==> config.mk <==
export PLATFORM = sky130hd
export DESIGN_NAME = instr_prefetch_queue
export DESIGN_NICKNAME = d
export VERILOG_FILES = /design/src/rtl/instr_prefetch_queue.sv
export SDC_FILE = /design/constraint.sdc
export NUM_CORES = 1
export LEC_CHECK = 0
export CAP_MARGIN = 20
export CORE_UTILIZATION = 55
export CTS_CLUSTER_DIAMETER = 50
export DETAILED_ROUTE_END_ITERATION = 6
export GPL_TIMING_DRIVEN = 0
export PLACE_DENSITY = 0.83
export SYNTH_ARGS = -nofsm -noshare
export SYNTH_HDL_FRONTEND = slang
export SYNTH_SLANG_ARGS = --single-unit
==> constraint.sdc <==
create_clock -name clk -period 4.65 [get_ports clk]
set_clock_uncertainty 0.2 [all_clocks]
set_input_delay 0.6975 -clock clk [delete_from_list [all_inputs] [get_ports clk]]
set_output_delay 0.6975 -clock clk [all_outputs]
set_load 0.005 [all_outputs]
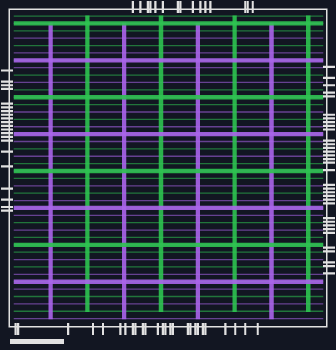
**Above:** run 1 (power grid).
Bar = 20 um. Pins as bars on the die edge.
- green: VDD
- purple: VSS
- rows: 41
- signal pins: 96
- met5 straps: 8
Die Width: 116 um
area of the core: 12,700 um^2
maximum VDD drop: 234 uV
floorplan die height: 116 um

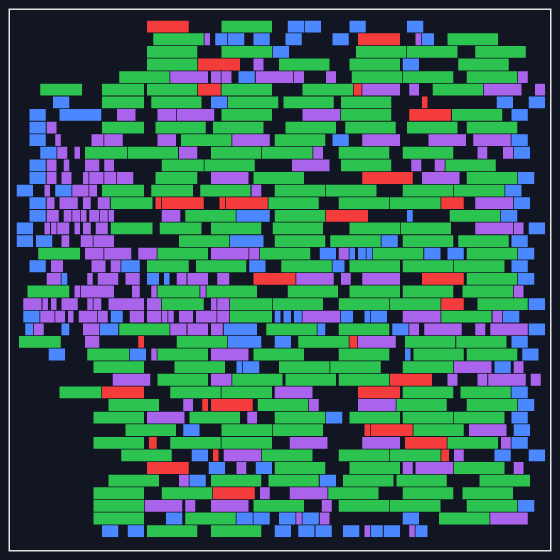
**Above:** run 1 (placed cells, one color a class).
- green: registers (cells 178; share of their area 60%)
- blue: remaining buffers and delay cells (cells 118; share of their area 13%)
- purple: remaining logic cells (cells 175; share of their area 21%)
- red: clock drivers and dummy loads (cells 32; share of their area 6.2%)
post-route design area: 8970 um^2
Core Rows: 41
sequential cell area share: 0.584
utilization of the core after routing: 0.705

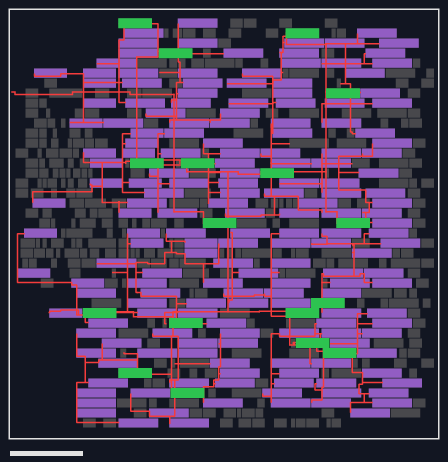
**Above:** run 1 (clock distribution).
Bar = 20 um.
- purple: flip-flops (count 178)
- red: clock wires (length 1,730 um)
- green: clock-net drivers (count 17)
- flops lie: widely spread
- routed clock nets: 18
worst-skew pair later-pin latency: 420 ps
P_clk: 1300 uW
fraction of power consumed by the clock network: 0.262

==> CHANGELOG.md, run 1 <==
### Implementation results

- Status: finished clean
- Tap cell instance count: 172
- Post-CTS clock slew at the launch and capture registers of the worst setup and hold paths: approximately 60 ps
- Number of design rule violations left after detail routing: 0
- Worst setup margin: 935 ps
- Leakage power of the design: between 0.003 and 0.004 uW
- Chip area: 13,600 um^2
- I/O pin count: 96
- Number of global-route vias before repair: 3,906
- # clk buffers: 25
- Worst setup slack for register-to-register paths: 2260 ps
- Area fraction of clock buffers and clock inverters: 0.0606
- Max Clk Rate: 269 MHz
- Cell breakdown of the critical path: buf_6, nor3_1, clkbuf_1, nor2b_1, clkdlybuf4s50_1
- Logic share of the area: 0.203
- Number of max-capacitance violations reported: 0
- Remaining Overflow, GRT: 0
- Detailed Place HPWL: 8450 um
- Signal arrival time at the worst endpoint: between 2000 and 3000 ps
- First-pass GRT wire length: 20,400 um
- Synth top cells by count: sky130_fd_sc_hd__edfxtp_1 (156), sky130_fd_sc_hd__nor2b_1 (42), sky130_fd_sc_hd__mux4_2 (39)
- Maximum number of pins on one net before global-route repair: 34
- Unique masters post-synth: 41
- Post-route fraction of the period consumed by the critical path: 0.799
- Antenna cell count: 0
- Flip-flop and latch count: 178
- Adder and majority gate portion of the synthesized area: 0.0115
- Average detailed-routed wire length per instance: 19.4 um
- Setup repair after global routing missed its margin: no
- Initial detailed-routing violation count: 320
- Crit path capture type: primary output
- Async S/R FF share, synth: 0.124
- Simple Share, Synth: 0.0653
- Critical Path Max Stage Delay: 730 ps
- Setup TNS: 0 ps
-- run 1: routing by layer --
layer / vias to the layer above / part of all wire / track usage
met4: 0 / 0.014 / 0.0795
met1: 1901 / 0.41 / 0.263
li1: 1709 / - / -
met5: - / 0 / 0
met3: 17 / 0.054 / 0.0581
met2: 124 / 0.52 / 0.361
-- run 1: kinds of logic after synthesis --
| family | after synthesis |
|---|---|
| other | 1 |
| muxes | 51 |
| buffers and inverters | 31 |
| xor gates and xnor gates | 4 |
| adders and majority gates | 6 |
| DFF | 178 |
| AOI/OAI and AO/OA | 24 |
| and+or+nand+nor | 80 |
-- run 1: power breakdown --
group	total [uW]	switching (uW)	internal, uW
sequential	2070	110	1960
clock	1300	530	772
combinational	1600	687	910
-- run 1: per-stage QoR --
| step | power [uW] | area (um^2) | util | hold WS (ps) |
|---|---|---|---|---|
| after floorplan | 2940 | 7220 | - | 202 |
| after global placement | 3640 | 8310 | 0.654 | 288 |
| after detailed placement | 3710 | 8400 | 0.660 | 306 |
| after CTS | 5020 | 8940 | 0.703 | 319 |
| after global routing | 5220 | 8970 | 0.705 | 237 |
| final | 4970 | 8970 | 0.705 | 256 |
-- run 1: cells in the final DEF, fill, tap and decap left out, drive strengths merged, types with 2 or more instances in the layout --
master         count
ha                 5
o311ai             3
nor3               2
conb               4
nor4bb             2
mux2i              3
buf               24
nand2              8
mux2               9
nor2b             42
clkbuf            31
nor2               9
dfrtp             22
clkinv             7
a21oi              4
and4               2
a31oi              4
clkdlybuf4s50     88
o211ai             5
a2111o             2
xor2               3
nand3              4
edfxtp           156
and2               7
mux4              39
inv                5
nand4              2
**Run 1: the clock network**

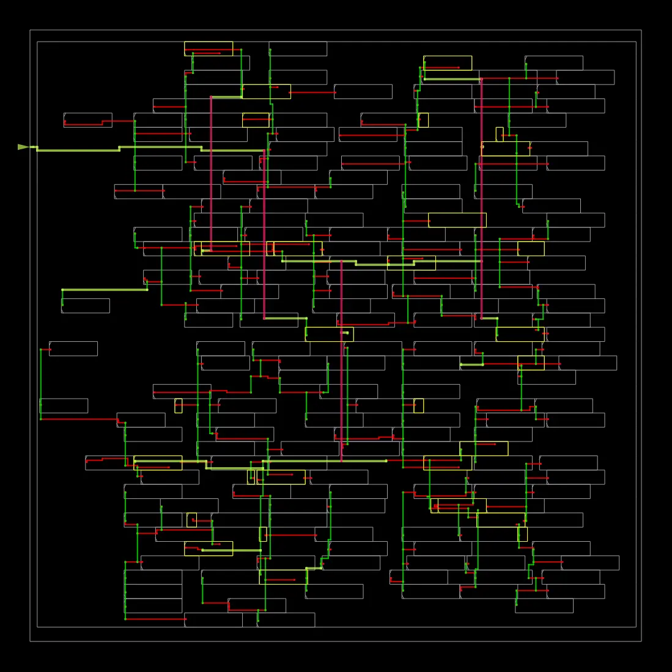

==> run 1 -> run 2 <==
- clock period: 4.65 -> 3.7 ns (I/O delays scaled with it)
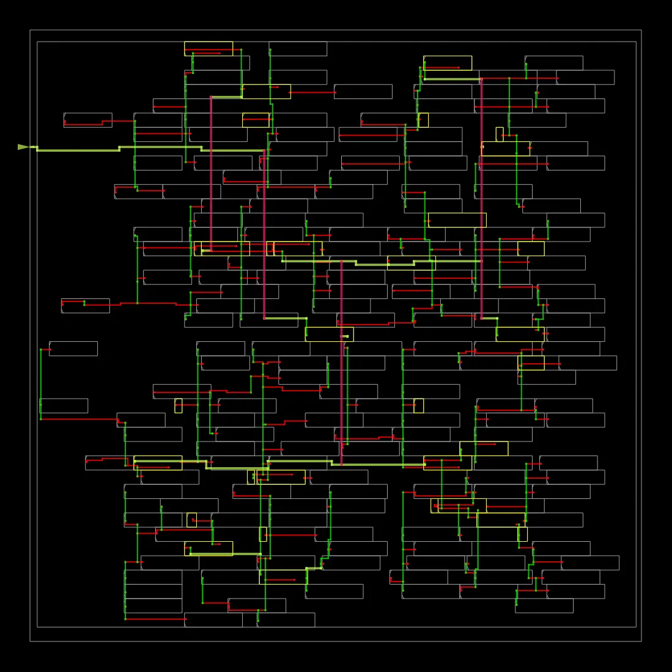
**Above:** run 2 (the clock network).
# clk buffers: 25
number of sinks handled by clock tree synthesis: 178
flip-flop and latch count: 178

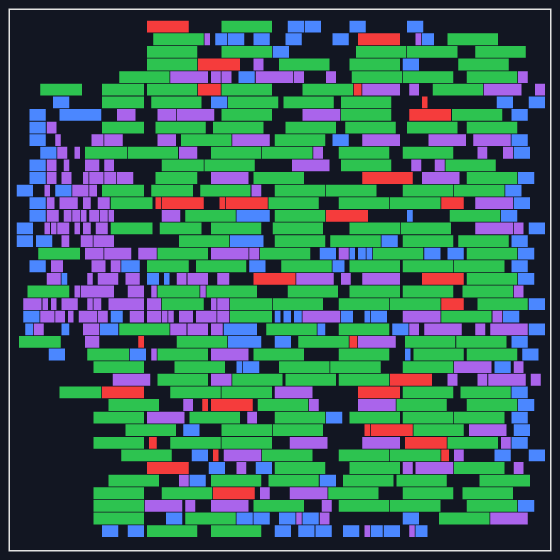
**Above:** run 2 (placed cells, one color a class).
utilization of the core after routing: 0.705
post-route design area: 8970 um^2

==> CHANGELOG.md, run 2 <==
### Implementation results

- Most instantiated logic cell after routing: sky130_fd_sc_hd__edfxtp_1
- Share of final-layout standard cells stronger than drive strength 1: 0.203
- Max reg flops: roughly 130
- Cell breakdown of the critical path: buf_6, nor3_2, clkbuf_1, nor2b_1, clkdlybuf4s50_1
- First-pass GRT wire length: roughly 20,000 um
- Detailed Place HPWL: 8450 um
- Remaining Overflow, GRT: 0
- Maximum VDD drop: 295 uV
- Signal arrival time at the worst endpoint: 2490 ps
- Worst-case headroom to the max-slew limit: 0.555
- Area of the core: 12,700 um^2
- Initial antenna violation count: 0
- Worst-skew pair later-pin latency: 420 ps
- Resized cells post-CTS: 0
- Post-route minimum period: 3240 ps
- Initial detailed-routing violation count: 321
- Async S/R FF share, synth: 0.124
- Number of design rule violations left after detail routing: 0
- Hold slack: 112 ps
- Number of max-capacitance violations reported: 0
- Top cells excl fill/tap: sky130_fd_sc_hd__edfxtp_1 (156), sky130_fd_sc_hd__clkdlybuf4s50_1 (88), sky130_fd_sc_hd__nor2b_1 (42), sky130_fd_sc_hd__mux4_2 (39), sky130_fd_sc_hd__dfrtp_1 (22)
- Antenna cell count: 0
- Prevailing post-synth register cell: sky130_fd_sc_hd__edfxtp_1
- Unique masters post-synth: a little over 40
- Post-route fraction of the period consumed by the critical path: 0.876
- Post-Syn Area per Cell: 19.2 um^2
- GRT Total Usage: 0.213
- Setup TNS: 0 ps
- Worst setup margin: between 400 and 500 ps
- Count of placed standard cells in the final layout, fillers left out: 675
- Cell area after placement: 8400 um^2
- Synth top cells by count: sky130_fd_sc_hd__edfxtp_1 (156), sky130_fd_sc_hd__nor2b_1 (42), sky130_fd_sc_hd__mux4_2 (39)
- Maximum number of pins on one net before global-route repair: 34
- Floorplan die height: 116 um
- Status: finished clean
- Areal power density over the cells: 697 nW/um^2
- Crit path capture type: primary output
- Worst setup slack for register-to-register paths: 1310 ps
- Post CTS Setup Buffer Count: 0
- Core Rows: 41
- Tot Pwr: 6250 uW
- Number of global-route vias before repair: 3,906
- Logic area: 1820 um^2
- Leakage power of the design: 0.00301 uW
- Fill count: approximately 850
- Post-CTS clock slew at the launch and capture registers of the worst setup and hold paths: roughly 60 ps
- I/O pin count: approximately 96
- Die Width: 116 um
- Setup repair after global routing missed its margin: no
- Critical Path Max Stage Delay: 490 ps
- Average detailed-routed wire length per instance: about 20 um
- Max Clk Rate: 309 MHz
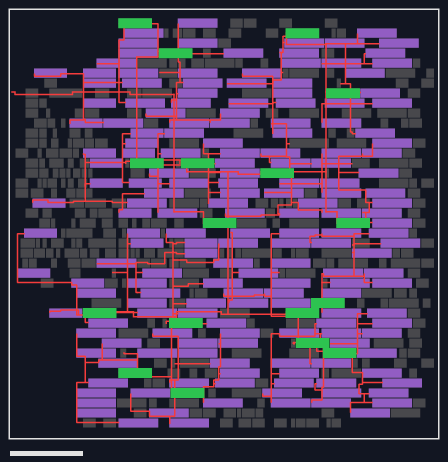
**Above:** run 2 (clock distribution).
Bar = 20 um.
P_clk: 1640 uW
fraction of power consumed by the clock network: 0.263

-- run 2: cell counts after synthesis --
Identical to the previous run, type by type.
-- run 2: worst register-to-register path, cell delays in order (launching register included) --
cell	delay (ps)
sky130_fd_sc_hd__dfrtp_1	410
sky130_fd_sc_hd__buf_6	160
sky130_fd_sc_hd__o31ai_4	340
sky130_fd_sc_hd__nor3_1	100
sky130_fd_sc_hd__fa_1	400
sky130_fd_sc_hd__and2_1	170
sky130_fd_sc_hd__mux2i_1	150
sky130_fd_sc_hd__mux2_2	350
-- run 2: logic make-up (layout without fill, tap and decap cells) --
kind of cell | Yosys count | in the layout | share of synthesized area
multiplexers | 51 | 51 | 0.140
AND-OR/OR-AND | 24 | 24 | 0.0280
flip-flops | 178 | 178 | 0.726
buffers and inverters | 31 | 156 | 0.0234
adder cells (fa/ha/maj) | 6 | 6 | 0.0115
other | 1 | 4 | 0.000520
XOR/XNOR | 4 | 4 | 0.00486
AND/OR/NAND/NOR | 80 | 80 | 0.0653
-- run 2: layout make-up --
| cell class | count | area share |
|---|---|---|
| clock buffers | 25 | 0.0541 |
| repair buffers | 93 | 0.110 |
| multi-input cells | 169 | 0.203 |
| plain buffers | 25 | 0.0163 |
| clock inverters | 7 | 0.00641 |
| inverters | 6 | 0.00251 |
| flip-flops and latches | 178 | 0.583 |
| well taps | 172 | 0.0240 |
-- run 2: per-layer routing --
layer	track usage	wire, um	up-vias
met2	0.361	6890	125
met3	0.0581	731	14
met4	0.0795	163	0
li1	-	-	1708
met5	0	0	-
met1	0.263	5400	1892
-- run 2: report_power, final --
| group | internal (uW) | switching (uW) | total (uW) |
|---|---|---|---|
| Sequential | 2460 | 139 | 2600 |
| Combinational | 1150 | 862 | 2010 |
| Clock | 971 | 670 | 1640 |
| Total | 4580 | 1670 | 6250 |
Power figures rest on the tool's default switching activity, not on a simulated workload.
